### Clock routing, run 1

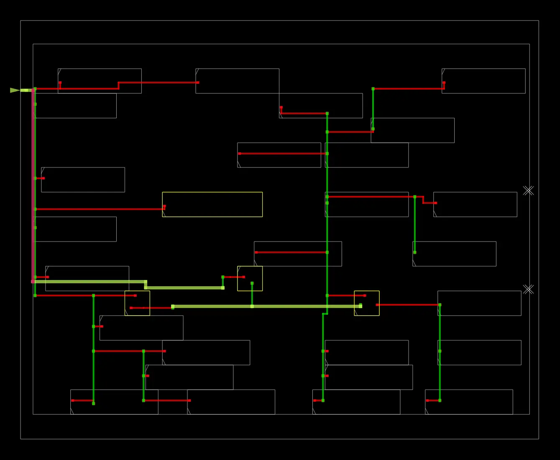
### Signal wires on met1, run 1

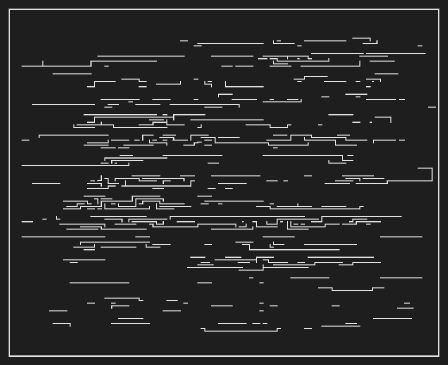
### Cells by drive strength, run 1

Bar = 20 µm.
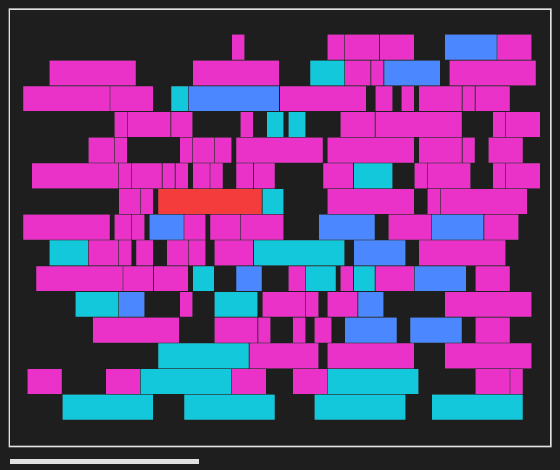
--- src/rtl/keypad_scan_encoder.sv ---
// 4x4 active-low keypad scanner with debounce. Codes (row*4+col) leave through a valid/ack handshake.
// Define KEYPAD_REPEAT_EN to re-accept a held key every REPEAT_SAMPLES samples.
module keypad_scan_encoder #(
  parameter int SCAN_DIV       = 4,
  parameter int DEBOUNCE_CNT   = 3,
  parameter int REPEAT_SAMPLES = 8
) (
  input  logic       clk,
  input  logic       rst,
  input  logic [3:0] row,
  output logic [3:0] col,
  output logic [3:0] cod,
  output logic       cod_valid,
  input  logic       cod_ack,
  output logic       overrun
);
  localparam int DIV_W = (SCAN_DIV > 1) ? $clog2(SCAN_DIV) : 1;
  localparam int DEB_W = $clog2(DEBOUNCE_CNT + 1);

  typedef enum logic [1:0] {SCAN, DEBOUNCE, HOLD} state_t;

  state_t           state_reg, state_next;
  logic [3:0]       row_meta_reg, row_sync_reg;
  logic [DIV_W-1:0] div_cnt_reg, div_cnt_next;
  logic [1:0]       col_idx_reg, col_idx_next;
  logic [1:0]       key_row_reg, key_row_next;
  logic [DEB_W-1:0] match_cnt_reg, match_cnt_next;
  logic [DEB_W-1:0] rel_cnt_reg, rel_cnt_next;
  logic [3:0]       cod_reg, cod_next;
  logic             cod_valid_reg, cod_valid_next;
  logic             overrun_reg, overrun_next;
  logic             sample, single_low, all_high, same_key, accept;
  logic [1:0]       low_idx;

`ifdef KEYPAD_REPEAT_EN
  localparam int REP_W = $clog2(REPEAT_SAMPLES + 1);
  logic [REP_W-1:0] rep_cnt_reg, rep_cnt_next;
`endif

  assign sample     = (div_cnt_reg == DIV_W'(SCAN_DIV - 1));
  assign single_low = $onehot(~row_sync_reg);
  assign all_high   = (row_sync_reg == 4'hF);
  assign same_key   = single_low && (low_idx == key_row_reg);

  always_comb begin
    low_idx = 2'd0;
    for (int i = 0; i < 4; i++) begin
      if (!row_sync_reg[i]) low_idx = 2'(i);
    end
  end

  // State register, including the two-flop row synchronizer
  always_ff @(posedge clk or posedge rst) begin
    if (rst) begin
      state_reg     <= SCAN;
      row_meta_reg  <= 4'hF;
      row_sync_reg  <= 4'hF;
      div_cnt_reg   <= '0;
      col_idx_reg   <= 2'd0;
      key_row_reg   <= 2'd0;
      match_cnt_reg <= '0;
      rel_cnt_reg   <= '0;
      cod_reg       <= 4'd0;
      cod_valid_reg <= 1'b0;
      overrun_reg   <= 1'b0;
`ifdef KEYPAD_REPEAT_EN
      rep_cnt_reg   <= '0;
`endif
    end else begin
      state_reg     <= state_next;
      row_meta_reg  <= row;
      row_sync_reg  <= row_meta_reg;
      div_cnt_reg   <= div_cnt_next;
      col_idx_reg   <= col_idx_next;
      key_row_reg   <= key_row_next;
      match_cnt_reg <= match_cnt_next;
      rel_cnt_reg   <= rel_cnt_next;
      cod_reg       <= cod_next;
      cod_valid_reg <= cod_valid_next;
      overrun_reg   <= overrun_next;
`ifdef KEYPAD_REPEAT_EN
      rep_cnt_reg   <= rep_cnt_next;
`endif
    end
  end

  // Next-state: all decisions are taken only on the sample clock of a slot
  always_comb begin
    state_next     = state_reg;
    div_cnt_next   = sample ? '0 : div_cnt_reg + DIV_W'(1);
    col_idx_next   = col_idx_reg;
    key_row_next   = key_row_reg;
    match_cnt_next = match_cnt_reg;
    rel_cnt_next   = rel_cnt_reg;
    accept         = 1'b0;
`ifdef KEYPAD_REPEAT_EN
    rep_cnt_next   = rep_cnt_reg;
`endif
    if (sample) begin
      case (state_reg)
        SCAN: begin
          if (single_low) begin
            key_row_next   = low_idx;
            match_cnt_next = DEB_W'(1);
            if (DEBOUNCE_CNT == 1) begin
              accept       = 1'b1;
              state_next   = HOLD;
              rel_cnt_next = '0;
`ifdef KEYPAD_REPEAT_EN
              rep_cnt_next = '0;
`endif
            end else begin
              state_next = DEBOUNCE;
            end
          end else begin
            col_idx_next = col_idx_reg + 2'd1;
          end
        end
        DEBOUNCE: begin
          if (same_key) begin
            match_cnt_next = match_cnt_reg + DEB_W'(1);
            if (match_cnt_reg == DEB_W'(DEBOUNCE_CNT - 1)) begin
              accept       = 1'b1;
              state_next   = HOLD;
              rel_cnt_next = '0;
`ifdef KEYPAD_REPEAT_EN
              rep_cnt_next = '0;
`endif
            end
          end else begin
            state_next     = SCAN;
            col_idx_next   = col_idx_reg + 2'd1;
            match_cnt_next = '0;
          end
        end
        HOLD: begin
          if (all_high) begin
            rel_cnt_next = rel_cnt_reg + DEB_W'(1);
            if (rel_cnt_reg == DEB_W'(DEBOUNCE_CNT - 1)) begin
              state_next     = SCAN;
              col_idx_next   = col_idx_reg + 2'd1;
              rel_cnt_next   = '0;
              match_cnt_next = '0;
            end
          end else begin
            rel_cnt_next = '0;
          end
`ifdef KEYPAD_REPEAT_EN
          if (same_key) begin
            if (rep_cnt_reg == REP_W'(REPEAT_SAMPLES - 1)) begin
              accept       = 1'b1;
              rep_cnt_next = '0;
            end else begin
              rep_cnt_next = rep_cnt_reg + REP_W'(1);
            end
          end else begin
            rep_cnt_next = '0;
          end
`endif
        end
        default: state_next = SCAN;
      endcase
    end
  end

  // Output handshake: an ack in the accept cycle frees the slot for the new code
  always_comb begin
    cod_next       = cod_reg;
    cod_valid_next = cod_valid_reg;
    overrun_next   = overrun_reg;
    if (accept) begin
      if (!cod_valid_reg || cod_ack) begin
        cod_next       = {key_row_next, col_idx_reg};
        cod_valid_next = 1'b1;
        if (cod_ack) overrun_next = 1'b0;
      end else begin
        overrun_next = 1'b1;
      end
    end else if (cod_ack && cod_valid_reg) begin
      cod_valid_next = 1'b0;
      overrun_next   = 1'b0;
    end
  end

  genvar gi;
  generate
    for (gi = 0; gi < 4; gi++) begin : g_col
      assign col[gi] = (col_idx_reg != 2'(gi));
    end
  endgenerate

  assign cod       = cod_reg;
  assign cod_valid = cod_valid_reg;
  assign overrun   = overrun_reg;
endmodule
--- config.mk ---
export PLATFORM = sky130hd
export DESIGN_NAME = keypad_scan_encoder
export DESIGN_NICKNAME = d
export VERILOG_FILES = /design/src/rtl/keypad_scan_encoder.sv
export SDC_FILE = /design/constraint.sdc
export NUM_CORES = 1
export LEC_CHECK = 0
export CORE_ASPECT_RATIO = 0.8
export CORE_UTILIZATION = 55
export CTS_CLUSTER_SIZE = 30
export DETAILED_ROUTE_END_ITERATION = 16
export GPL_TIMING_DRIVEN = 0
export PLACE_DENSITY = 0.79
export SKIP_CTS_REPAIR_TIMING = 1
export SLEW_MARGIN = 20
export SYNTH_ARGS = -nofsm -noshare
export SYNTH_HDL_FRONTEND = slang
export SYNTH_SLANG_ARGS = --single-unit
--- constraint.sdc ---
create_clock -name clk -period 5.94 [get_ports clk]
set_input_delay 0.594 -clock clk [delete_from_list [all_inputs] [get_ports clk]]
set_output_delay 0.594 -clock clk [all_outputs]
set_load 0.1 [all_outputs]
==> results.txt, run 1 <==
Physical design

The kind of cell with the highest combined delay along the critical path is buffers and inverters. The worst voltage drop across the vdd grid stands at 0.0002069 V. The synthesized design contains 0 enable-type register cells. Per the placement log, port buffering inserted 16 buffers. Setup repair after global routing left no endpoint under its margin. In this run the power spent charging and discharging nets is 0.0002435 W.

The main area contributors are dfrtp_1, dfstp_2, ha_1, mux2_4, inv_1. The number of distinct standard cells referenced by the synthesized netlist stands at 39. The power report attributes to the sequential group a share of 0.389. In the final timing run, aggregate negative setup slack is 0 ns. The initial antenna violation count stands at 0. Looking at the worst setup and hold paths, the clock pins of their registers show a slew of 0.14 ns. The most used flip-flop cell after synthesis is dfrtp_1. The remaining design rule violation count stands at 4. The cell-mix breakdown from Yosys lists the adder-cell area share as 0.09916.

The number of cells in the yosys synthesis report stands at 111. The number of nets at floorplan stands at 128. The top-level port count stands at 17. The stat command in Yosys gives a chip area of 1338 µm².

The global routing report lists combined usage of all routing layers as 0.1857. Warnings reported by Yosys during synthesis add up to 0. The maximum number of pins on one net before global-route repair stands at 27.

From left edge to right edge, the die measures 57.14 µm. Per the log, the first TritonRoute iteration ended with a DRC count of 21. In the final layout, the share of cells above drive strength 1 is 0.2595. The overall power after layout stands at 0.0005848 W. The sequential fraction of the synthesis area stands at 0.4939. The area added between synthesis and finish stands at 18.24%. The xor and xnor area share after synthesis stands at 0.01310.

The worst setup path is launched from a flop. CTS built an H-tree with a depth of 1. The count of endpoints failing hold in the final timing report stands at 0. The run finished, with violations left. Per the OpenROAD timing report, the critical path contains 4 cells. The simple-gate share of the synthesized area stands at 0.1254. Per STA, the highest per-stage delay on the worst path measures 1.12 ns. The smallest clock period supported by the final layout is computed as 2.863 ns. 0 antenna diodes ended up in the layout. For the final database, setup skew stands at 0.006132 ns. The layer flagged by global routing as most heavily used is met2. The initial utilization of the core area, before any placement, comes to 0.5989. Per the layout report, the design carries 167 filler cells. The floorplan step defined a die boundary enclosing 2634 µm².

The timing report shows that the slowest cell on the worst path is clkdlybuf4s50_1. The critical path is of the reg2out type. The data arrival time reported for the critical path is 2.27 ns. The checks that failed: design-rule violations. By instance count after routing, the leading logic cell type is dfrtp_1. For reference, the post-synthesis area per instance comes to 12.05 µm².
## Picture notes: 'Clock routing'
clock latency of the later-clocked register in the worst-skew pair: 0.32 ns
TritonCTS buffer count: 3
final sequential cell count: 26
power in the clock group: 0.000120 W

## Picture notes: 'Signal wires on met1'
nets with wire on the layer: 126
wire length on this layer: 987 µm
main direction: horizontal
share of all routed wire: 47%

## Picture notes: 'Cells by drive strength'
legend:
  x3 and x4:
    colour: blue
    cells: 13
    share: 9.9%
  x6 and larger:
    colour: red
    cells: 1
    share: 0.76%
  x2:
    colour: cyan
    cells: 20
    share: 15%
  x1 and smaller:
    colour: magenta
    cells: 97
    share: 74%
count of non-CTS buffers in the layout: 19
post-route worst setup slack: 3.077 ns

-- run 1: power by group through the flow --
stage / Clock [W] / Combinational (W) / Sequential (W)
6_report: 0.000120 / 0.000237 / 0.000228
5_1_grt: 0.000131 / 0.000255 / 0.000232
4_1_cts: 0.000125 / 0.000240 / 0.000227
3_5_place_dp: 0 / 0.000239 / 0.000231
3_3_place_gp: 0 / 0.000231 / 0.000229
2_1_floorplan: 0 / 0.000191 / 0.000225
-- run 1: cells in the mapped netlist, types with 2 or more instances --
cell and number:
nor2b_1 2, dfstp_2 8, nor2_1 2, nand2_2 2
inv_1 15, buf_2 2, dfrtp_1 18, mux2_4 6
mux2_2 2, nand2_1 9, ha_1 9, nor3b_2 2
xnor2_1 2, a21oi_1 2, o21ai_0 5, nand3_1 2
-- run 1: area by class of cell --
cell class,instances,area share
repair buffers,16,0.1013
inverters,15,0.03560
multi-input cells,67,0.3829
flip-flops and latches,26,0.4177
clock inverters,1,0.01899
clock buffers,3,0.01424
well taps,25,0.01978
plain buffers,3,0.009494
-- run 1: how the worst min path moves through the flow --
| stage | start | to | slack, ns | depth (start not counted) |
|---|---|---|---|---|
| after global placement | row_meta_reg[3] | row_sync_reg[3] | 0.35 | 0 |
| after floorplan | row_meta_reg[0] | row_sync_reg[0] | 0.35 | 0 |
| final | row_meta_reg[0] | row_sync_reg[0] | 0.37 | 0 |
| after detailed placement | row_meta_reg[3] | row_sync_reg[3] | 0.35 | 0 |
| after global routing | row_meta_reg[3] | row_sync_reg[3] | 0.37 | 0 |
| after CTS | row_meta_reg[0] | row_sync_reg[0] | 0.37 | 0 |
-- run 1: layer usage --
layer,routed length (µm),vias up
met5,0,-
met1,986,392
met4,21,0
met2,983,21
li1,-,415
met3,96,2
-- run 1: stage by stage --
step           area, µm²  setup slack, ns  instances    util
5_1_grt             1582            2.952        156  0.7081
3_5_place_dp        1529            3.084        152  0.6846
4_1_cts             1582            3.053        156  0.7081
3_3_place_gp        1529            3.117        152  0.6846
6_report            1582            3.077        156  0.7081
2_1_floorplan       1338            3.295        111       -
-- run 1: kinds of logic (layout without fill, tap and decap cells) --
kind of cell,Yosys count,count (layout)
compound gates,21,21
simple gates,26,26
buf+inv,18,38
mux,8,8
xor+xnor,2,2
fa+ha+maj,10,10
flops,26,26
--- run 2 (diff from run 1) ---
Settings changed: CORE_UTILIZATION 55 to 54, PLACE_DENSITY 0.79 to 0.78.
Clock period 5.94 ns to 3 ns, I/O delays scaled along.
==> results.txt, run 2 <==
Physical design

The flow ran to the end, but the final reports show violations. The checks that failed: design-rule violations. Setup total negative slack on the finished layout was measured at 0 ns. The share of post-route cells with drive strength above 1 stands at 0.2595. Looking at the gate-level netlist, the highest instance count belongs to dfrtp_1.

The most common logic cells in the final layout are dfrtp_1, clkdlybuf4s50_1, inv_1. The post-route clock period utilization stands at 0.9392. The first-iteration detailed-routing DRC count stands at 18. The launch point of the worst min-delay path is recorded as row[0]. After synthesis, the chip area reported by Yosys is 1338 µm². The transition time recorded at the tightest slew-check pin is 0.9796 ns.

The floorplan step records an initial core utilization of 0.5939. Setup repair after global routing left no endpoint under its margin. The endpoint identified for the worst register-to-register timing path is cod[0]. The initial antenna violation count is 0. The sequential fraction of the synthesis area stands at 0.4939. The horizontal die dimension reported for this design is 57.64 µm. The timing report gives the clock slew at the launch and capture registers of the worst setup and hold paths as 0.14 ns. In this run the number of H-tree levels came out at 1. The maximum number of buffers from clock root to sink stands at 2. The final standard cell utilization of the core stands at 0.6950. The post-layout worst setup margin stands at 0.1823 ns. Per the skew report, the later register of the worst-skew pair sees a clock latency of 0.32 ns. The number of instances on the worst hold path stands at 1.

In the synthesized netlist, the cells that appear most often are dfrtp_1, inv_1, ha_1, nand2_1, dfstp_2. Per the detail_route report, DRC violations left total 3. After layout, the setup clock skew is reported as 0.003202 ns. Warnings reported by Yosys during synthesis add up to 0. The maximum number of pins on one net before global-route repair stands at 27. The arrival time of data at the worst endpoint is listed as 3.04 ns. Hold-check failures listed in the final report amount to 0. The commonest register cell is dfrtp_1.

The worst setup path is launched from a flop. Across the VDD grid, the largest voltage drop is 0.0003842 V. The overall power after layout stands at 0.001101 W. The tally of OpenROAD warnings stands at 30. The area of the chip stands at 2681 µm².

The half-perimeter wire length of the detailed placement result stands at 1628 µm. Pin placement for this block handled 17 I/O pins. The region available for standard cell placement spans 2252 µm². In the hold report, the worst path ends at row_meta_reg[0].

By area the synthesized netlist is led by dfrtp_1, dfstp_2, ha_1, mux2_4, inv_1. The overall track demand over capacity in global routing stands at 0.1895. The area added between synthesis and finish stands at 17.03%.

The number of port buffers stands at 16. The number of nets handed over by synthesis was 128. The number of distinct standard cells referenced by the synthesized netlist stands at 39. The top cell type in the final layout, fill and taps aside, is dfrtp_1.

Yosys mapped a number of flops with a built-in enable equal to 0. The setup path with the least slack is of type reg2reg. The post-placement worst setup slack stands at 0.1692 ns.

The synthesized area divided by synthesized cell count stands at 12.05 µm². The antenna diode count stands at 0. The number of clock buffers added by TritonCTS is 3.
## run 2: worst max path at each step
stage / startpoint / end / slack, ns / cells after the start
2_1_floorplan: row_sync_reg[3] / cod[0] / 0.36 / 9
3_3_place_gp: row_sync_reg[3] / cod[1] / 0.20 / 9
3_5_place_dp: row_sync_reg[3] / cod[0] / 0.17 / 9
4_1_cts: row_sync_reg[3] / cod[0] / 0.16 / 9
5_1_grt: row_sync_reg[3] / cod[3] / 0.002 / 9
6_report: row_sync_reg[3] / cod[0] / 0.18 / 9
## run 2: kinds of logic after synthesis
group / count (synthesis) / share of synthesized area
mux: 8 / 0.08419
xor+xnor: 2 / 0.01310
buf+inv: 18 / 0.05331
fa+ha+maj: 10 / 0.09916
compound gates: 21 / 0.1310
flops: 26 / 0.4939
simple gates: 26 / 0.1254
## run 2: critical path, cell delays in order, from the launching register on
cell and delay [ns]:
dfstp_2 0.62, fa_1 0.42, inv_1 0.06, ha_1 0.14, ha_1 0.23, nor3b_2 0.24, and2b_4 0.25, o2111ai_4 0.17
a21oi_4 0.25, mux2_4 0.32
## run 2: metrics by stage
stage / area (µm²) / hold slack, ns / std cells
after global placement: 1529 / 0.3456 / 152
final: 1565 / 0.3608 / 156
after global routing: 1565 / 0.3507 / 156
after CTS: 1565 / 0.3538 / 156
after floorplan: 1338 / 0.3045 / 111
after detailed placement: 1529 / 0.3468 / 152
## run 2: per-layer routing
layer | up-vias | routed length (µm) | global-route usage
li1 | 418 | - | -
met2 | 15 | 1051 | 0.3209
met3 | 4 | 80 | 0.05899
met5 | - | 0 | 0
met1 | 398 | 980 | 0.2361
met4 | 0 | 23 | 0.05854
## run 2: report_power, final
| part | internal [W] | leakage, nW | total [W] | switching [W] |
|---|---|---|---|---|
| Sequential | 0.000398 | 0.313 | 0.000453 | 0.0000552 |
| Clock | 0.0000743 | 0.0210 | 0.000177 | 0.000103 |
| Combinational | 0.000142 | 0.373 | 0.000470 | 0.000328 |
## run 2: layout make-up
class	instances	area [µm²]
fill	160	686.9
sequential	26	660.6
multi-input combinational	67	605.6
timing repair buffer	16	160.2
inverter	15	56.30
clock buffer	4	36.28
tap	25	31.28
buffer	3	15.01
### Signal wires on met2, run 2

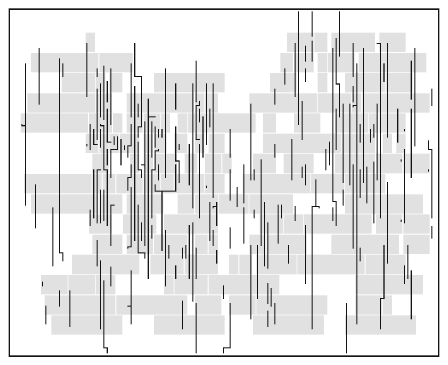
nets with wire on the layer: 121
longest straight run: 35.0 µm
share of all routed wire: 49%
wire length on this layer: 1050 µm

Power is estimated from default activity; no workload was simulated.
